Figure 1. Metal 1 (run 1).
Supply wires on this layer in gray.
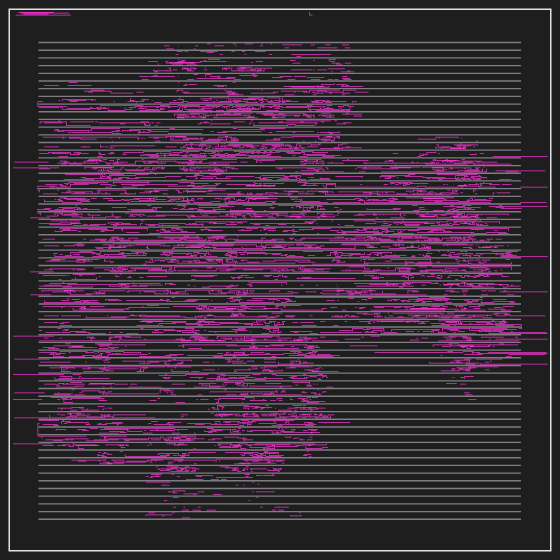
Figure 2. Logic cells by family (run 1).
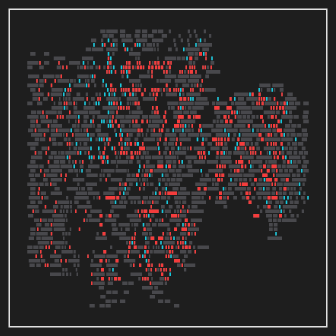
Figure 3. Clock nets (run 1).
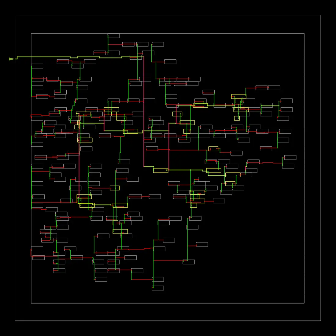
<file path="src/rtl/bbox_scheduler_if.sv">
// Edge-search engine bus: scheduler launches a windowed directional search,
// engine reports a level done plus the first set-pixel coordinate it hit.
interface bbox_scheduler_if;
    logic       eng_start;
    logic [9:0] eng_x0;
    logic [9:0] eng_y0;
    logic [9:0] eng_x1;
    logic [9:0] eng_y1;
    logic [1:0] eng_dir;
    logic       eng_done;
    logic       eng_found;
    logic [9:0] eng_fx;
    logic [9:0] eng_fy;

    modport master (
        output eng_start, eng_x0, eng_y0, eng_x1, eng_y1, eng_dir,
        input  eng_done, eng_found, eng_fx, eng_fy
    );

    modport slave (
        input  eng_start, eng_x0, eng_y0, eng_x1, eng_y1, eng_dir,
        output eng_done, eng_found, eng_fx, eng_fy
    );
endinterface

</file>
<file path="src/rtl/bbox_scheduler.sv">
// Bounding-box scheduler: runs four directional edge-search passes
// (top, bottom, left, right) over a region and reports the enclosing box.
module bbox_scheduler #(
    parameter int TIMEOUT = 400000
) (
    input  logic       clk,
    input  logic       reset,
    input  logic       start,
    input  logic [9:0] rx0,
    input  logic [9:0] ry0,
    input  logic [9:0] rx1,
    input  logic [9:0] ry1,
    output logic       busy,
    output logic       done,
    output logic       valid,
    output logic       err,
    output logic [9:0] box_top,
    output logic [9:0] box_bottom,
    output logic [9:0] box_left,
    output logic [9:0] box_right,
    bbox_scheduler_if.master eng
);
    localparam logic [2:0] S_IDLE   = 3'd0;
    localparam logic [2:0] S_LAUNCH = 3'd1;
    localparam logic [2:0] S_ARM    = 3'd2;
    localparam logic [2:0] S_WAIT   = 3'd3;
    localparam logic [2:0] S_STORE  = 3'd4;
    localparam logic [2:0] S_FINISH = 3'd5;

    localparam logic [1:0] P_TOP    = 2'd0;
    localparam logic [1:0] P_BOTTOM = 2'd1;
    localparam logic [1:0] P_LEFT   = 2'd2;
    localparam logic [1:0] P_RIGHT  = 2'd3;

    localparam logic [1:0] D_UP    = 2'b00;
    localparam logic [1:0] D_DOWN  = 2'b01;
    localparam logic [1:0] D_LEFT  = 2'b10;
    localparam logic [1:0] D_RIGHT = 2'b11;

    localparam logic [18:0] TMO = 19'(TIMEOUT);

    logic [2:0]  state_q, state_d;
    logic [1:0]  pass_q, pass_d;
    logic [18:0] cnt_q, cnt_d;
    logic [9:0]  rx0_q, rx0_d, ry0_q, ry0_d, rx1_q, rx1_d, ry1_q, ry1_d;
    // working coordinates; kept apart from box_* so the reported box stays
    // stable while the next request is running
    logic [9:0]  top_q, top_d, bot_q, bot_d, left_q, left_d, right_q, right_d;
    logic        valid_q, valid_d, err_q, err_d;
    logic [9:0]  btop_q, btop_d, bbot_q, bbot_d, bleft_q, bleft_d, bright_q, bright_d;
    logic [9:0]  wx0_q, wx0_d, wy0_q, wy0_d, wx1_q, wx1_d, wy1_q, wy1_d;
    logic [1:0]  dir_q, dir_d;

    logic fin, fin_valid, fin_err, load_win;

    // next-state, pass sequencing, result capture and window selection
    always_comb begin
        state_d = state_q;  pass_d = pass_q;  cnt_d = cnt_q;
        rx0_d = rx0_q;  ry0_d = ry0_q;  rx1_d = rx1_q;  ry1_d = ry1_q;
        top_d = top_q;  bot_d = bot_q;  left_d = left_q;  right_d = right_q;
        valid_d = valid_q;  err_d = err_q;
        btop_d = btop_q;  bbot_d = bbot_q;  bleft_d = bleft_q;  bright_d = bright_q;
        wx0_d = wx0_q;  wy0_d = wy0_q;  wx1_d = wx1_q;  wy1_d = wy1_q;  dir_d = dir_q;
        fin = 1'b0;  fin_valid = 1'b0;  fin_err = 1'b0;  load_win = 1'b0;

        case (state_q)
            S_IDLE: begin
                if (start) begin
                    if (rx0 <= rx1 && ry0 <= ry1) begin
                        rx0_d = rx0;  ry0_d = ry0;  rx1_d = rx1;  ry1_d = ry1;
                        pass_d   = P_TOP;
                        load_win = 1'b1;
                        state_d  = S_LAUNCH;
                    end else begin
                        fin = 1'b1;  fin_err = 1'b1;
                        state_d = S_FINISH;
                    end
                end
            end
            S_LAUNCH: begin
                cnt_d   = '0;
                state_d = S_ARM;
            end
            // engine may still show done from the previous pass here
            S_ARM: state_d = S_WAIT;
            S_WAIT: begin
                cnt_d = cnt_q + 19'd1;
                if (eng.eng_done) begin
                    state_d = S_STORE;
                end else if (cnt_d >= TMO) begin
                    fin = 1'b1;  fin_err = 1'b1;
                    state_d = S_FINISH;
                end
            end
            S_STORE: begin
                if (!eng.eng_found) begin
                    // nothing on the top pass is an empty region; a miss after
                    // a hit means the engine contradicted itself
                    fin = 1'b1;  fin_err = (pass_q != P_TOP);
                    state_d = S_FINISH;
                end else begin
                    case (pass_q)
                        P_TOP:    top_d   = eng.eng_fy;
                        P_BOTTOM: bot_d   = eng.eng_fy;
                        P_LEFT:   left_d  = eng.eng_fx;
                        default:  right_d = eng.eng_fx;
                    endcase
                    if (pass_q == P_RIGHT) begin
                        fin = 1'b1;  fin_valid = 1'b1;
                        state_d = S_FINISH;
                    end else begin
                        pass_d   = pass_q + 2'd1;
                        load_win = 1'b1;
                        state_d  = S_LAUNCH;
                    end
                end
            end
            S_FINISH: state_d = S_IDLE;
            default:  state_d = S_IDLE;
        endcase

        if (load_win) begin
            case (pass_d)
                P_TOP:    begin wx0_d = rx0_d; wy0_d = ry0_d; wx1_d = rx1_d; wy1_d = ry1_d; dir_d = D_RIGHT; end
                P_BOTTOM: begin wx0_d = rx1_d; wy0_d = ry1_d; wx1_d = rx0_d; wy1_d = top_d; dir_d = D_LEFT;  end
                P_LEFT:   begin wx0_d = rx0_d; wy0_d = top_d; wx1_d = rx1_d; wy1_d = bot_d; dir_d = D_DOWN;  end
                default:  begin wx0_d = rx1_d; wy0_d = bot_d; wx1_d = rx0_d; wy1_d = top_d; dir_d = D_UP;    end
            endcase
        end

        if (fin) begin
            valid_d  = fin_valid;
            err_d    = fin_err;
            btop_d   = fin_valid ? top_d   : 10'd0;
            bbot_d   = fin_valid ? bot_d   : 10'd0;
            bleft_d  = fin_valid ? left_d  : 10'd0;
            bright_d = fin_valid ? right_d : 10'd0;
        end
    end

    // state registers with synchronous clear
    always_ff @(posedge clk) begin
        if (reset) begin
            state_q <= S_IDLE;  pass_q <= P_TOP;  cnt_q <= '0;
            rx0_q <= '0;  ry0_q <= '0;  rx1_q <= '0;  ry1_q <= '0;
            top_q <= '0;  bot_q <= '0;  left_q <= '0;  right_q <= '0;
            valid_q <= 1'b0;  err_q <= 1'b0;
            btop_q <= '0;  bbot_q <= '0;  bleft_q <= '0;  bright_q <= '0;
            wx0_q <= '0;  wy0_q <= '0;  wx1_q <= '0;  wy1_q <= '0;  dir_q <= D_UP;
        end else begin
            state_q <= state_d;  pass_q <= pass_d;  cnt_q <= cnt_d;
            rx0_q <= rx0_d;  ry0_q <= ry0_d;  rx1_q <= rx1_d;  ry1_q <= ry1_d;
            top_q <= top_d;  bot_q <= bot_d;  left_q <= left_d;  right_q <= right_d;
            valid_q <= valid_d;  err_q <= err_d;
            btop_q <= btop_d;  bbot_q <= bbot_d;  bleft_q <= bleft_d;  bright_q <= bright_d;
            wx0_q <= wx0_d;  wy0_q <= wy0_d;  wx1_q <= wx1_d;  wy1_q <= wy1_d;  dir_q <= dir_d;
        end
    end

    assign busy          = (state_q != S_IDLE);
    assign done          = (state_q == S_FINISH);
    assign eng.eng_start = (state_q == S_LAUNCH);
    assign eng.eng_x0    = wx0_q;
    assign eng.eng_y0    = wy0_q;
    assign eng.eng_x1    = wx1_q;
    assign eng.eng_y1    = wy1_q;
    assign eng.eng_dir   = dir_q;
    assign valid         = valid_q;
    assign err           = err_q;
    assign box_top       = btop_q;
    assign box_bottom    = bbot_q;
    assign box_left      = bleft_q;
    assign box_right     = bright_q;
endmodule

</file>
<file path="src/flat_wrapper.sv">
// flat-port wrapper written by rule: the top's interface ports become plain ports
module bbox_scheduler_flat 
#(
    parameter int TIMEOUT = 400000
)
  (clk, reset, start, rx0, ry0, rx1, ry1, busy, done, valid, err, box_top, box_bottom, box_left, box_right, eng_eng_start, eng_eng_x0, eng_eng_y0, eng_eng_x1, eng_eng_y1, eng_eng_dir, eng_eng_done, eng_eng_found, eng_eng_fx, eng_eng_fy);
  bbox_scheduler_if eng_i ();
  input  logic clk;
  input  logic reset;
  input  logic start;
  input  logic [9:0] rx0;
  input  logic [9:0] ry0;
  input  logic [9:0] rx1;
  input  logic [9:0] ry1;
  output logic busy;
  output logic done;
  output logic valid;
  output logic err;
  output logic [9:0] box_top;
  output logic [9:0] box_bottom;
  output logic [9:0] box_left;
  output logic [9:0] box_right;
  output wire logic [$bits(eng_i.eng_start)-1:0] eng_eng_start;
  output wire logic [$bits(eng_i.eng_x0)-1:0] eng_eng_x0;
  output wire logic [$bits(eng_i.eng_y0)-1:0] eng_eng_y0;
  output wire logic [$bits(eng_i.eng_x1)-1:0] eng_eng_x1;
  output wire logic [$bits(eng_i.eng_y1)-1:0] eng_eng_y1;
  output wire logic [$bits(eng_i.eng_dir)-1:0] eng_eng_dir;
  input wire logic [$bits(eng_i.eng_done)-1:0] eng_eng_done;
  input wire logic [$bits(eng_i.eng_found)-1:0] eng_eng_found;
  input wire logic [$bits(eng_i.eng_fx)-1:0] eng_eng_fx;
  input wire logic [$bits(eng_i.eng_fy)-1:0] eng_eng_fy;
  assign eng_eng_start = eng_i.eng_start;
  assign eng_eng_x0 = eng_i.eng_x0;
  assign eng_eng_y0 = eng_i.eng_y0;
  assign eng_eng_x1 = eng_i.eng_x1;
  assign eng_eng_y1 = eng_i.eng_y1;
  assign eng_eng_dir = eng_i.eng_dir;
  assign eng_i.eng_done = eng_eng_done;
  assign eng_i.eng_found = eng_eng_found;
  assign eng_i.eng_fx = eng_eng_fx;
  assign eng_i.eng_fy = eng_eng_fy;
  bbox_scheduler #(.TIMEOUT(TIMEOUT)) u_core (.clk(clk), .reset(reset), .start(start), .rx0(rx0), .ry0(ry0), .rx1(rx1), .ry1(ry1), .busy(busy), .done(done), .valid(valid), .err(err), .box_top(box_top), .box_bottom(box_bottom), .box_left(box_left), .box_right(box_right), .eng(eng_i));
endmodule
</file>
<file path="config.mk">
export PLATFORM = sky130hd
export DESIGN_NAME = bbox_scheduler_flat
export DESIGN_NICKNAME = d
export VERILOG_FILES = /design/src/rtl/bbox_scheduler_if.sv /design/src/rtl/bbox_scheduler.sv /design/src/flat_wrapper.sv
export SDC_FILE = /design/constraint.sdc
export NUM_CORES = 1
export LEC_CHECK = 0
export ABC_AREA = 1
export CAP_MARGIN = 20
export CORE_MARGIN = 10
export CORE_UTILIZATION = 30
export CTS_BUF_LIST = sky130_fd_sc_hd__clkbuf_16
export CTS_CLUSTER_DIAMETER = 120
export DETAILED_ROUTE_END_ITERATION = 6
export PLACE_DENSITY = 0.63
export SLEW_MARGIN = 20
export SYNTH_ARGS = -nofsm -noshare
export SYNTH_HDL_FRONTEND = slang
export SYNTH_SLANG_ARGS = --single-unit
</file>
<file path="constraint.sdc">
create_clock -name clk -period 2.3 [get_ports clk]
set_input_delay 0.46 -clock clk [delete_from_list [all_inputs] [get_ports clk]]
set_output_delay 0.46 -clock clk [all_outputs]
set_load 0.005 [all_outputs]
</file>
==> impl_metrics.ini, run 1 <==
; generated from flow reports
[detailed_routing]
met1_length_microns = 13200
wl_per_cell_microns = 15.2

[grt]
grt.met2_usage = 0.253
grt_max_degree = 55
grt_pass1_wl_microns = 46800
antenna_found_initial = 1
grt_usage = 0.157

[setup_path]
critPathLaunch = ry1[8]
crit_path_start_kind = primary input
endpoint = u_core.eng.eng_x1[9]
path_cells = buf_4 > inv_1 > ha_1 > nand2_2 > nor2_4 > nand4_1 > nand2_4 > buf_6 > nand4_1 > buf_4 > buf_4 > buf_12 > nand2_2 > nand2_1 > nand2_1 > nand3_2 > nand3_1 > inv_1
worstReg2RegStart = u_core.cnt_q[0]
path_class = primary input to register

[power_and_ir_drop]
comb-power_mw = 4.33
maxPowerGroup = combinational cells
powerSeq_mw = 3.57
seq_power_share = 0.328
pwr-share-comb = 0.398

[placed_design]
place_ws_ns = -0.886
dp.cells = 1882

[clock_tree]
cts_tree = yes
cts_hold_buf = 0
clockRootBuffer = clkbuf_16
numCtsBuffers = 17

[sta]
setup_ws_ns = 0.0717

[finish]
combGateArea_sq_um = 4860
layout.nets = 1659
fill_cells = 2787
syn_to_final_growth_pct = 50.8
largest_reg_flops = 19
drive_above_1_share = 0.273

[synth]
syn_nets = 1377
ys_types = 37
syn_area_per_cell_sq_um = 6.80

[status]
status = finished clean

[job]
log.warning_count = 28
maxCapViolCount = 0

[floorplan]
die-height_microns = 191
## Picture notes: Figure 1
main direction = horizontal
longest straight run = 44.6 microns
share of all routed wire = 44%
wire length on this layer = 13200 microns
wirelength, routed: 29900 microns
Via Count: 9266
met1 GRT Util: 0.199

## Picture notes: Figure 2
red -> NAND gates  # cells 515
cyan -> inverters  # cells 163
Commonest Layout Cell: nand2_1
combinational share of cell area: 0.368
Finished Layout Cells: 1972

## Picture notes: Figure 3
Late-Pin Clk Latency: 0.44 ns
CTS sink cnt: 178
clk pwr: 2.99 mW
Setup Skew: 0.0221 ns

==> run 1: timing repair <==
action	in CTS	in global routing
gates resized	121	158
setup buffers	37	10
endpoints found under the setup margin	127	103
gates cloned	7	3
pin swaps	51	48
==> run 1: cell type report <==
| type | instances | area share |
|---|---|---|
| Antenna cell | 2 | 0.000378 |
| Clock buffer | 17 | 0.0321 |
| Clock inverter | 15 | 0.0135 |
| Inverter | 163 | 0.0463 |
| Multi-Input combinational cell | 881 | 0.368 |
| Sequential cell | 178 | 0.270 |
| Tap cell | 384 | 0.0363 |
| Timing Repair Buffer | 332 | 0.234 |
==> run 1: synth_stat cells <==
master / count / area, sq um
a211oi_1: 2 / 15.0
a21o_1: 2 / 15.0
a21oi_1: 75 / 375
a21oi_2: 1 / 8.76
a2bb2oi_1: 2 / 17.5
buf_1: 4 / 15.0
buf_2: 19 / 95.1
buf_6: 4 / 45.0
clkbuf_1: 42 / 158
clkinv_1: 2 / 7.51
dfxtp_1: 178 / 3560
ha_1: 21 / 263
inv_1: 156 / 586
inv_2: 5 / 18.8
nand2_1: 368 / 1380
nand2_2: 3 / 18.8
nand3_1: 120 / 601
nand3_2: 2 / 20.0
nand3_4: 1 / 17.5
nand3b_1: 2 / 15.0
nand4_1: 19 / 119
nor2_1: 103 / 387
nor2_2: 6 / 37.5
nor2_4: 2 / 22.5
nor3_1: 16 / 80.1
nor3_2: 1 / 10.0
o211ai_1: 2 / 15.0
o21a_1: 11 / 82.6
o21ai_0: 47 / 235
o21ai_1: 10 / 50.1
o21ai_2: 30 / 263
o21bai_1: 4 / 30.0
o22ai_1: 1 / 6.26
or2_1: 7 / 43.8
or2_2: 17 / 106
xnor2_1: 2 / 17.5
xor2_1: 4 / 35.0
==> run 1: placed cells by master, fill, tap and decap left out, types with 7 or more instances in the layout <==
cell             instances
nor3_1                  13
nand2_2                 36
clkbuf_2                31
nor2_1                  88
buf_12                  17
nand2_4                  9
buf_6                   13
buf_4                  143
or2_1                    7
nor2_2                   9
clkdlybuf4s50_1        109
a21oi_1                 71
clkbuf_16               18
inv_2                   22
ha_4                    15
o21ai_2                 31
o21ai_0                 46
nand3_2                 12
dfxtp_1                174
nor2_4                  14
o21a_1                  11
nand3_1                108
nand2_1                326
inv_1                  140
nand4_1                 19
o21ai_1                 10
or2_2                   17
==> run 1: worst register-to-register path: stages (launching register included) <==
cell,delay (ns)
dfxtp_2,0.36
ha_4,0.16
nand2_4,0.06
nor2_4,0.15
nand2_2,0.10
nor2_4,0.12
nand2_4,0.10
o21bai_4,0.13
nand2_1,0.06
nor2_1,0.08
nand2_1,0.08
nand2_1,0.13
nand3_4,0.12
nand3_4,0.16
buf_12,0.18
o21ai_2,0.07
==> run 1: logic make-up after synthesis <==
| group | count (synthesis) | share of synthesized area |
|---|---|---|
| XOR/XNOR | 6 | 0.00599 |
| AND/OR/NAND/NOR | 667 | 0.326 |
| adder cells (fa/ha/maj) | 21 | 0.0299 |
| flip-flops | 178 | 0.406 |
| buffers and inverters | 232 | 0.105 |
| AND-OR/OR-AND | 187 | 0.127 |
==> run 2: changes to the inputs <==
--- a/config.mk
+++ b/config.mk
@@ -10,9 +10,10 @@
 export CORE_MARGIN = 10
 export CORE_UTILIZATION = 30
 export CTS_BUF_LIST = sky130_fd_sc_hd__clkbuf_16
-export CTS_CLUSTER_DIAMETER = 120
+export CTS_CLUSTER_DIAMETER = 50
 export DETAILED_ROUTE_END_ITERATION = 6
-export PLACE_DENSITY = 0.63
+export DONT_BUFFER_PORTS = 1
+export PLACE_DENSITY = 0.56
 export SLEW_MARGIN = 20
 export SYNTH_ARGS = -nofsm -noshare
 export SYNTH_HDL_FRONTEND = slang
Figure 4. Ports around the boundary (run 2).
Pins as bars across the die edge, other pins in gray.
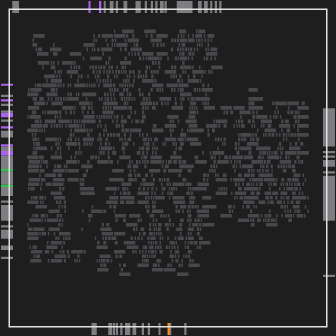
green -> eng_eng_dir  # pins 2, direction output, edge left
orange -> eng_eng_start  # pins 1, direction output, edge bottom
purple -> eng_eng_fy  # pins 10, direction input, edge 8 left, 2 top
all pins by edge = 51 left, 44 right, 38 top, 19 bottom
die height: 191 microns
Buffers on Ports: 0
Chip Width: 191 microns

==> impl_metrics.ini, run 2 <==
; generated from flow reports
[clock_tree]
clkSinkCount = 178
cts_hold_buf = 0
insertion_delay_ns = 0.44
numCtsBuffers = 17
clockRootBuffer = clkbuf_16
cts_tree = yes

[placed_design]
dp.cells = 1679
place_ws_ns = -0.507
dpl.hpwl_microns = 19700

[synth]
yosys_most_used_dff = dfxtp_1
ys_types = 37
top_cells_by_count = nand2_1 (368), dfxtp_1 (178), inv_1 (156), nand3_1 (120), nor2_1 (103)
async_reset_ff_frac = 0
netlist.area_leader.share = 0.406
ys_ff = 178
synth.area.top_cells = dfxtp_1 (41%), nand2_1 (16%), nand3_1 (6.8%), inv_1 (6.7%), nor2_1 (4.4%)
syn_nets = 1377
syn_area_per_cell_sq_um = 6.80
synth.most_common_cell = nand2_1
post_synth_instance_area_sq_um = 8780
top_area_cell = dfxtp_1
edf_count = 0

[finish]
layout.nets = 1409
syn_to_final_growth_pct = 19.7
drive_above_1_share = 0.157
final_cells = 1720
antenna_cells = 0
mostFrequentLayoutCell = nand2_1
final_cell_mix = nand2_1 (364), dfxtp_1 (173), inv_1 (155)

[worst_hold_path]
worstHoldStart = reset

[status]
status = finished clean

[setup_path]
critPathLaunch = rx1[9]
worstReg2RegStart = u_core.cnt_q[0]
reg2reg_depth = 13
path_cells = inv_1 > ha_1 > a21o_1 > nor2_1 > nand3_2 > nand2_4 > nand3_4 > buf_4 > nor2_4 > clkbuf_16 > nand2_1 > o21a_1 > nand2_1 > nand3_1 > nand3_1 > inv_1
cpPeakStageDelay_ns = 0.28
path_class = primary input to register

[sta]
finalClockSkew_ns = 0.0183
setup_ws_ns = 0.0863

[grt]
grt_usage = 0.144
grt_pass1_wl_microns = 42400
grt_max_degree = 106
antenna_found_initial = 0

[power_and_ir_drop]
power_mw = 9.59
p_leak_nw = 4.85

[job]
maxCapViolCount = 0
log.warning_count = 29

[detailed_routing]
drt_wl_total_microns = 27100
vias = 8089
wl_per_cell_microns = 15.8
Figure 5. Floorplan with the power grid (run 2).
Pins as bars on the die edge.
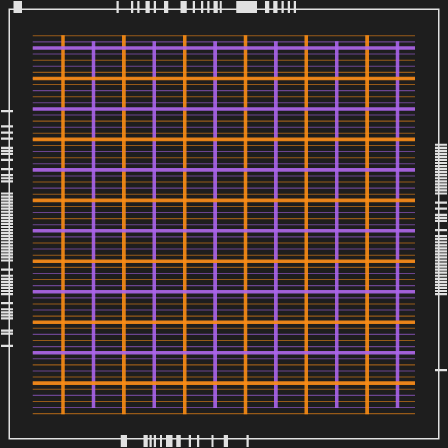
purple -> VDD
orange -> VSS
met1 rails = 63
met5 straps = 12
rows = 62
met4 straps = 12
worst vdd ir: 0.528 mV
Core Region: 28800 sq um

[run 2: path summary, 6_finish.rpt]
check / to / slack, ns
setup / recovery: u_core.eng.eng_x1[3] / 0.09
hold / removal: u_core.bot_q[4] / 0.11
setup reg to reg: u_core.box_bottom[4] / 0.11
hold reg to reg: u_core.rx0_q[1] / 0.47
[run 2: cell families after synthesis]
logic type	count (synthesis)	synth area share
adder cells (fa/ha/maj)	21	0.0299
flip-flops	178	0.406
XOR/XNOR	6	0.00599
buffers and inverters	232	0.105
AND/OR/NAND/NOR	667	0.326
AND-OR/OR-AND	187	0.127
[run 2: power breakdown]
part,switching [mW],internal (mW)
combinational,1.87,1.12
clock,1.50,1.48
sequential,0.236,3.38
[run 2: what timing repair did]
item	in CTS	in global routing
setup endpoints to repair	13	81
pin swaps	0	7
gates resized	1	39
buffers inserted	0	6
gates cloned	0	3
[run 2: per-layer routing]
layer	track usage	share of wire	up-vias	wire, microns
li1	-	-	4166	-
met1	0.180	0.45	3716	12100
met2	0.227	0.45	193	12200
met3	0.0632	0.098	14	2660
met4	0.0273	0.0078	0	211
met5	0	0	-	0
[run 2: worst reg2reg max path, cell delays in order, from the launching register on]
cell       delay (ns)
dfxtp_2          0.36
ha_4             0.16
nand2_4          0.06
nor2_4           0.15
nand2_1          0.11
nor2_1           0.14
xor2_1           0.20
nand2_1          0.07
nor2_1           0.13
nand2_1          0.13
nand3_4          0.13
nand3_4          0.16
clkbuf_16        0.22
o21ai_2          0.11
[run 2: area by class of cell]
class	instances	area, sq um
clock inverter	15	181
inverter	163	616
sequential	178	3570
multi-input combinational	881	4440
tap	384	480
timing repair buffer	82	796
fill	3049	18300
clock buffer	17	425
[run 2: metrics by stage]
stage | hold WS [ns] | utilization
after CTS | 0.0824 | 0.355
final | 0.106 | 0.365
after global placement | 0.454 | 0.334
after floorplan | 0.453 | -
after detailed placement | 0.457 | 0.334
after global routing | 0.0857 | 0.365
Power is estimated from default activity; no workload was simulated.
